## config.mk

```make
export PLATFORM = sky130hd
export DESIGN_NAME = instr_fetch
export DESIGN_NICKNAME = d
export VERILOG_FILES = /design/src/rtl/instr_fetch_pkg.sv /design/src/rtl/opcode_len.sv /design/src/rtl/instr_fetch.sv
export SDC_FILE = /design/constraint.sdc
export NUM_CORES = 1
export LEC_CHECK = 0
export CAP_MARGIN = 20
export CORE_UTILIZATION = 39
export DETAILED_ROUTE_END_ITERATION = 8
export GPL_TIMING_DRIVEN = 1
export HOLD_SLACK_MARGIN = 0.06
export PLACE_DENSITY = 0.79
export SLEW_MARGIN = 20
export SYNTH_ARGS = -nofsm -noshare
export SYNTH_HDL_FRONTEND = slang
export SYNTH_SLANG_ARGS = --single-unit
```

## constraint.sdc

```tcl
create_clock -name clock -period 1.9 [get_ports clock]
set_input_delay 0.285 -clock clock [delete_from_list [all_inputs] [get_ports clock]]
set_output_delay 0.285 -clock clock [all_outputs]
set_load 0.02 [all_outputs]
```

## src/rtl/instr_fetch_pkg.sv

```systemverilog
// Shared CPU constants: PC-module select encodings, fetch FSM states
// and the CB prefix opcode.
package instr_fetch_pkg;

  typedef enum logic [1:0] {
    OFFSET_HOLD = 2'd0,
    OFFSET_INCR = 2'd1,
    OFFSET_ZERO = 2'd2
  } offset_sel_t;

  typedef enum logic [2:0] {
    PC_SEL_PC           = 3'd0,
    PC_SEL_PC_INCR      = 3'd1,
    PC_SEL_RST          = 3'd2,
    PC_SEL_INT          = 3'd3,
    PC_SEL_ZERO         = 3'd4,
    PC_SEL_DATA_BUS     = 3'd5,
    PC_SEL_DATA_BUS_REL = 3'd6
  } pc_sel_t;

  typedef enum logic [1:0] {
    ST_IDLE      = 2'd0,
    ST_FETCH_OP  = 2'd1,
    ST_FETCH_IMM = 2'd2,
    ST_HOLD      = 2'd3
  } fetch_state_t;

  localparam logic [7:0] CB_PREFIX = 8'hCB;

endpackage

```

## src/rtl/opcode_len.sv

```systemverilog
// Combinational opcode -> instruction length (1..3 bytes) lookup,
// shared between fetch and decode.
module opcode_len
  import instr_fetch_pkg::*;
(
  input  logic [7:0] opcode,
  output logic [1:0] len
);

  always_comb begin
    len = 2'd1;
    case (opcode)
      8'h01, 8'h11, 8'h21, 8'h31, 8'h08, 8'hC2, 8'hC3, 8'hC4, 8'hCA,
      8'hCC, 8'hCD, 8'hD2, 8'hD4, 8'hDA, 8'hDC, 8'hEA, 8'hFA:
        len = 2'd3;
      8'h06, 8'h0E, 8'h16, 8'h1E, 8'h26, 8'h2E, 8'h36, 8'h3E, 8'h10,
      8'h18, 8'h20, 8'h28, 8'h30, 8'h38, 8'hC6, 8'hCE, 8'hD6, 8'hDE,
      8'hE6, 8'hEE, 8'hF6, 8'hFE, 8'hE0, 8'hF0, 8'hE8, 8'hF8, CB_PREFIX:
        len = 2'd2;
      default:
        len = 2'd1;
    endcase
  end

endmodule

```

## src/rtl/instr_fetch.sv

```systemverilog
// Instruction fetch: walks the PC offset across opcode and immediates,
// then holds the assembled instruction until the decoder accepts it.
module instr_fetch
  import instr_fetch_pkg::*;
(
  input  logic        clock,
  input  logic        reset,
  input  logic        fetch_start,
  input  logic        flush,
  input  logic [15:0] pc_w_offset,
  output logic [1:0]  offset_sel,
  output logic        pc_incr,
  output logic [15:0] mem_addr,
  output logic        mem_rd_req,
  input  logic        mem_rd_ack,
  input  logic [7:0]  mem_rd_data,
  output logic        instr_valid,
  input  logic        instr_ready,
  output logic [7:0]  opcode,
  output logic        cb_prefix,
  output logic [15:0] imm,
  output logic [1:0]  instr_len
);

  fetch_state_t state_reg, state_next;
  logic [7:0]   opcode_reg;
  logic [15:0]  imm_reg;
  logic [1:0]   len_reg;
  logic         cb_reg;
  logic         imm_cnt_reg;
  logic [1:0]   rd_len;
  logic         fetching;
  logic         last_byte;

  opcode_len u_opcode_len (
    .opcode (mem_rd_data),
    .len    (rd_len)
  );

  assign fetching = (state_reg == ST_FETCH_OP) || (state_reg == ST_FETCH_IMM);

  // The byte being read now completes the instruction, so the offset must stay put.
  always_comb begin
    last_byte = 1'b0;
    if (state_reg == ST_FETCH_OP)
      last_byte = (rd_len == 2'd1);
    else if (state_reg == ST_FETCH_IMM)
      last_byte = imm_cnt_reg || (len_reg == 2'd2);
  end

  always_comb begin
    state_next = state_reg;
    offset_sel = OFFSET_HOLD;
    pc_incr    = 1'b0;
    if (reset || flush) begin
      state_next = ST_IDLE;
    end else begin
      case (state_reg)
        ST_IDLE: begin
          if (fetch_start) begin
            state_next = ST_FETCH_OP;
            offset_sel = OFFSET_ZERO;
          end
        end
        ST_FETCH_OP, ST_FETCH_IMM: begin
          if (mem_rd_ack) begin
            if (last_byte) state_next = ST_HOLD;
            else begin
              state_next = ST_FETCH_IMM;
              offset_sel = OFFSET_INCR;
            end
          end
        end
        ST_HOLD: begin
          if (instr_ready) begin
            pc_incr    = 1'b1;
            state_next = ST_IDLE;
          end
        end
        default: state_next = ST_IDLE;
      endcase
    end
  end

  always_ff @(posedge clock) begin
    if (reset) begin
      state_reg   <= ST_IDLE;
      opcode_reg  <= 8'h00;
      imm_reg     <= 16'h0000;
      len_reg     <= 2'd0;
      cb_reg      <= 1'b0;
      imm_cnt_reg <= 1'b0;
    end else begin
      state_reg <= state_next;
      if (!flush && mem_rd_ack) begin
        if (state_reg == ST_FETCH_OP) begin
          opcode_reg  <= mem_rd_data;
          imm_reg     <= 16'h0000;
          len_reg     <= rd_len;
          cb_reg      <= (mem_rd_data == CB_PREFIX);
          imm_cnt_reg <= 1'b0;
        end else if (state_reg == ST_FETCH_IMM) begin
          if (imm_cnt_reg) imm_reg[15:8] <= mem_rd_data;
          else             imm_reg[7:0]  <= mem_rd_data;
          imm_cnt_reg <= 1'b1;
        end
      end
    end
  end

  assign mem_rd_req  = fetching;
  assign mem_addr    = fetching ? pc_w_offset : 16'h0000;
  assign instr_valid = (state_reg == ST_HOLD);
  assign opcode      = opcode_reg;
  assign imm         = imm_reg;
  assign instr_len   = len_reg;
  assign cb_prefix   = cb_reg;

endmodule
```

==> impl_metrics.toml <==
# yosys + openroad results
[synthesis]
area_leaders = "dfxtp_1 40%, a22oi_1 8.0%, nor2_1 7.2%"
edf_count = 0
postSynthCellCount = 185
ys_chip_area_um2 = 1510
syn_area_um2 = 1510
synthFlopType = "dfxtp_1"

[critical_path]
reg2reg_slack_ns = 0.13
setup.worst_path.start_class = "input port"
r2r-end = "imm[7]"
crit_path_end_kind = "primary output"
cp.required_ns = 1.62

[min_path]
whs_endpoint = "opcode[4]"

[power]
swShare_pct = 28.2
combPwrFrac_pct = 24.8
p_sw_uw = 444
p_int_mw = 1.13

[place]
dp_hpwl_mm = 3.18
dp.cells = 330
gp_congestion = 0.831

[final_timing]
fmax_ghz = 0.520
setup_slack_ns = -0.0228
holdWs_ns = 0.270
setup_violations = 1

[outcome]
violations = "setup timing"
status = "complete, but fails checks"

[detailed_routing]
ant_nets = 0
wl_met2_mm = 2.43
drt-met1-wl_mm = 2.08
drt_wl_total_mm = 4.91
wl_per_cell_um = 14.1

[grt]
grt_pass1_wl_mm = 7.34
busiest_layer = "met2"

[layout]
largest_register_ffs = 16
stdcell_count = 347
fin_nets = 332
seq_area_um2 = 602
num_antenna_cells = 0

[die]
die_area_um2 = 4120

[flow_run]
warnings = 31

[clocking]
numCtsBuffers = 5
-- run 1: through the flow --
| stage | instance area (um2) | worst slack (ns) | util (%) |
|---|---|---|---|
| after global placement | 2550 | -0.986 | 69.1 |
| after detailed placement | 2550 | -1.04 | 69.1 |
| after CTS | 2690 | -0.212 | 73.0 |
| final | 2770 | -0.0228 | 75.1 |
| after global routing | 2770 | -0.0893 | 75.1 |
| after floorplan | 1520 | 0.0145 | - |
-- run 1: placed cells by master, fill, tap and decap left out, drive strengths merged, types with 3 or more instances in the layout --
cell type,count
a21oi,14
a22oi,16
and2,17
buf,46
clkbuf,18
clkdlybuf4s15,7
clkdlybuf4s50,48
dfxtp,30
dlygate4sd2,4
ha,4
inv,9
nand2,22
nand2b,3
nor2,29
nor2b,3
nor3,3
o211ai,3
-- run 1: kinds of logic after synthesis --
group	share of synthesized area (%)
adders and majority gates	3.31
DFF	39.8
and+or+nand+nor	26.3
buffers and inverters	5.47
AOI/OAI and AO/OA	25.2
-- run 1: area by class of cell --
| cell class | count | share of cell area [%] |
|---|---|---|
| Clock buffer | 6 | 2.98 |
| Clock inverter | 2 | 0.452 |
| Inverter | 9 | 1.22 |
| Multi-Input combinational cell | 135 | 33.2 |
| Sequential cell | 30 | 21.7 |
| Tap cell | 48 | 2.17 |
| Timing Repair Buffer | 117 | 38.3 |
-- run 1: worst max-delay path: stages --
cell and delay (ns):
buf_8 0.11, buf_6 0.11, nor2_2 0.09, nand4_1 0.14, o211ai_1 0.21, a311oi_4 0.17
a2111oi_4 0.32, buf_4 0.19
-- run 1: power by group through the flow --
stage               Clock [mW]  Combinational [mW]  Sequential, mW
floorplan                    0               0.151           0.672
global placement             0               0.353           0.661
detailed placement           0               0.358           0.661
CTS                      0.534               0.365           0.647
global route             0.575               0.419           0.649
finish                   0.535               0.391           0.648
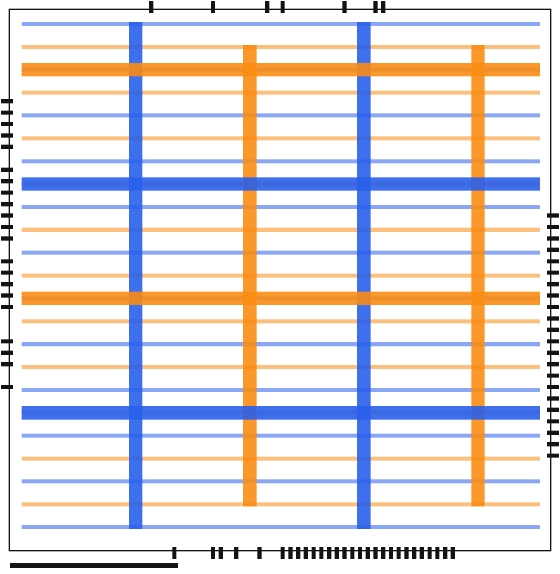
Figure 1: run 1, PDN straps and rails.
Bar = 20 um. Pins as bars on the die edge.
color	net
orange	VDD
blue	VSS
met4 straps	4
met1 rails	23
signal pins	78
met5 straps	4
rows	22
Die X: 64.2 um
total core area: 3690 um2

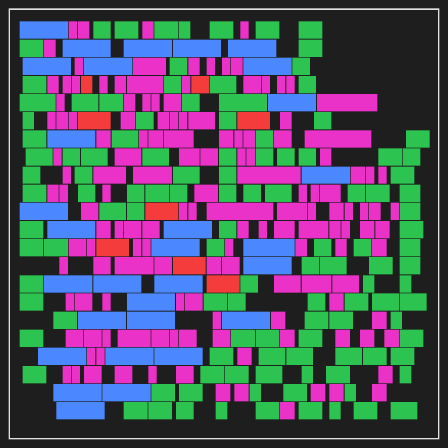
Figure 2: run 1, placed cells, one color a class.
color	class	cells
blue	sequential cells	30
red	clock drivers and dummy loads	8
magenta	combinational and other logic	144
green	remaining buffers and delay cells	117
final design utilization: 75.1%
# rows: 22
Layout Cell Area excl Fill: 2770 um2
Seq area share: 21.7%

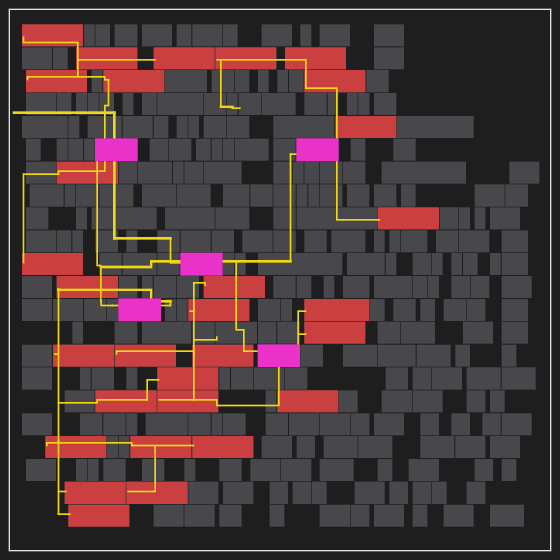
Figure 3: run 1, clock network drawn from the DEF.
[red] flip-flops | count: 30
[yellow] clock wires | length: 372 um
[magenta] clock drivers | count: 5
routed clock nets	6
Power Clock: 535 uW
clock latency on the worst-skew pair: 0.28 ns
clock group share of total power: 34.0%
Max Clock Skew: 0.00978 ns

Power figures rest on the tool's default switching activity, not on a simulated workload.
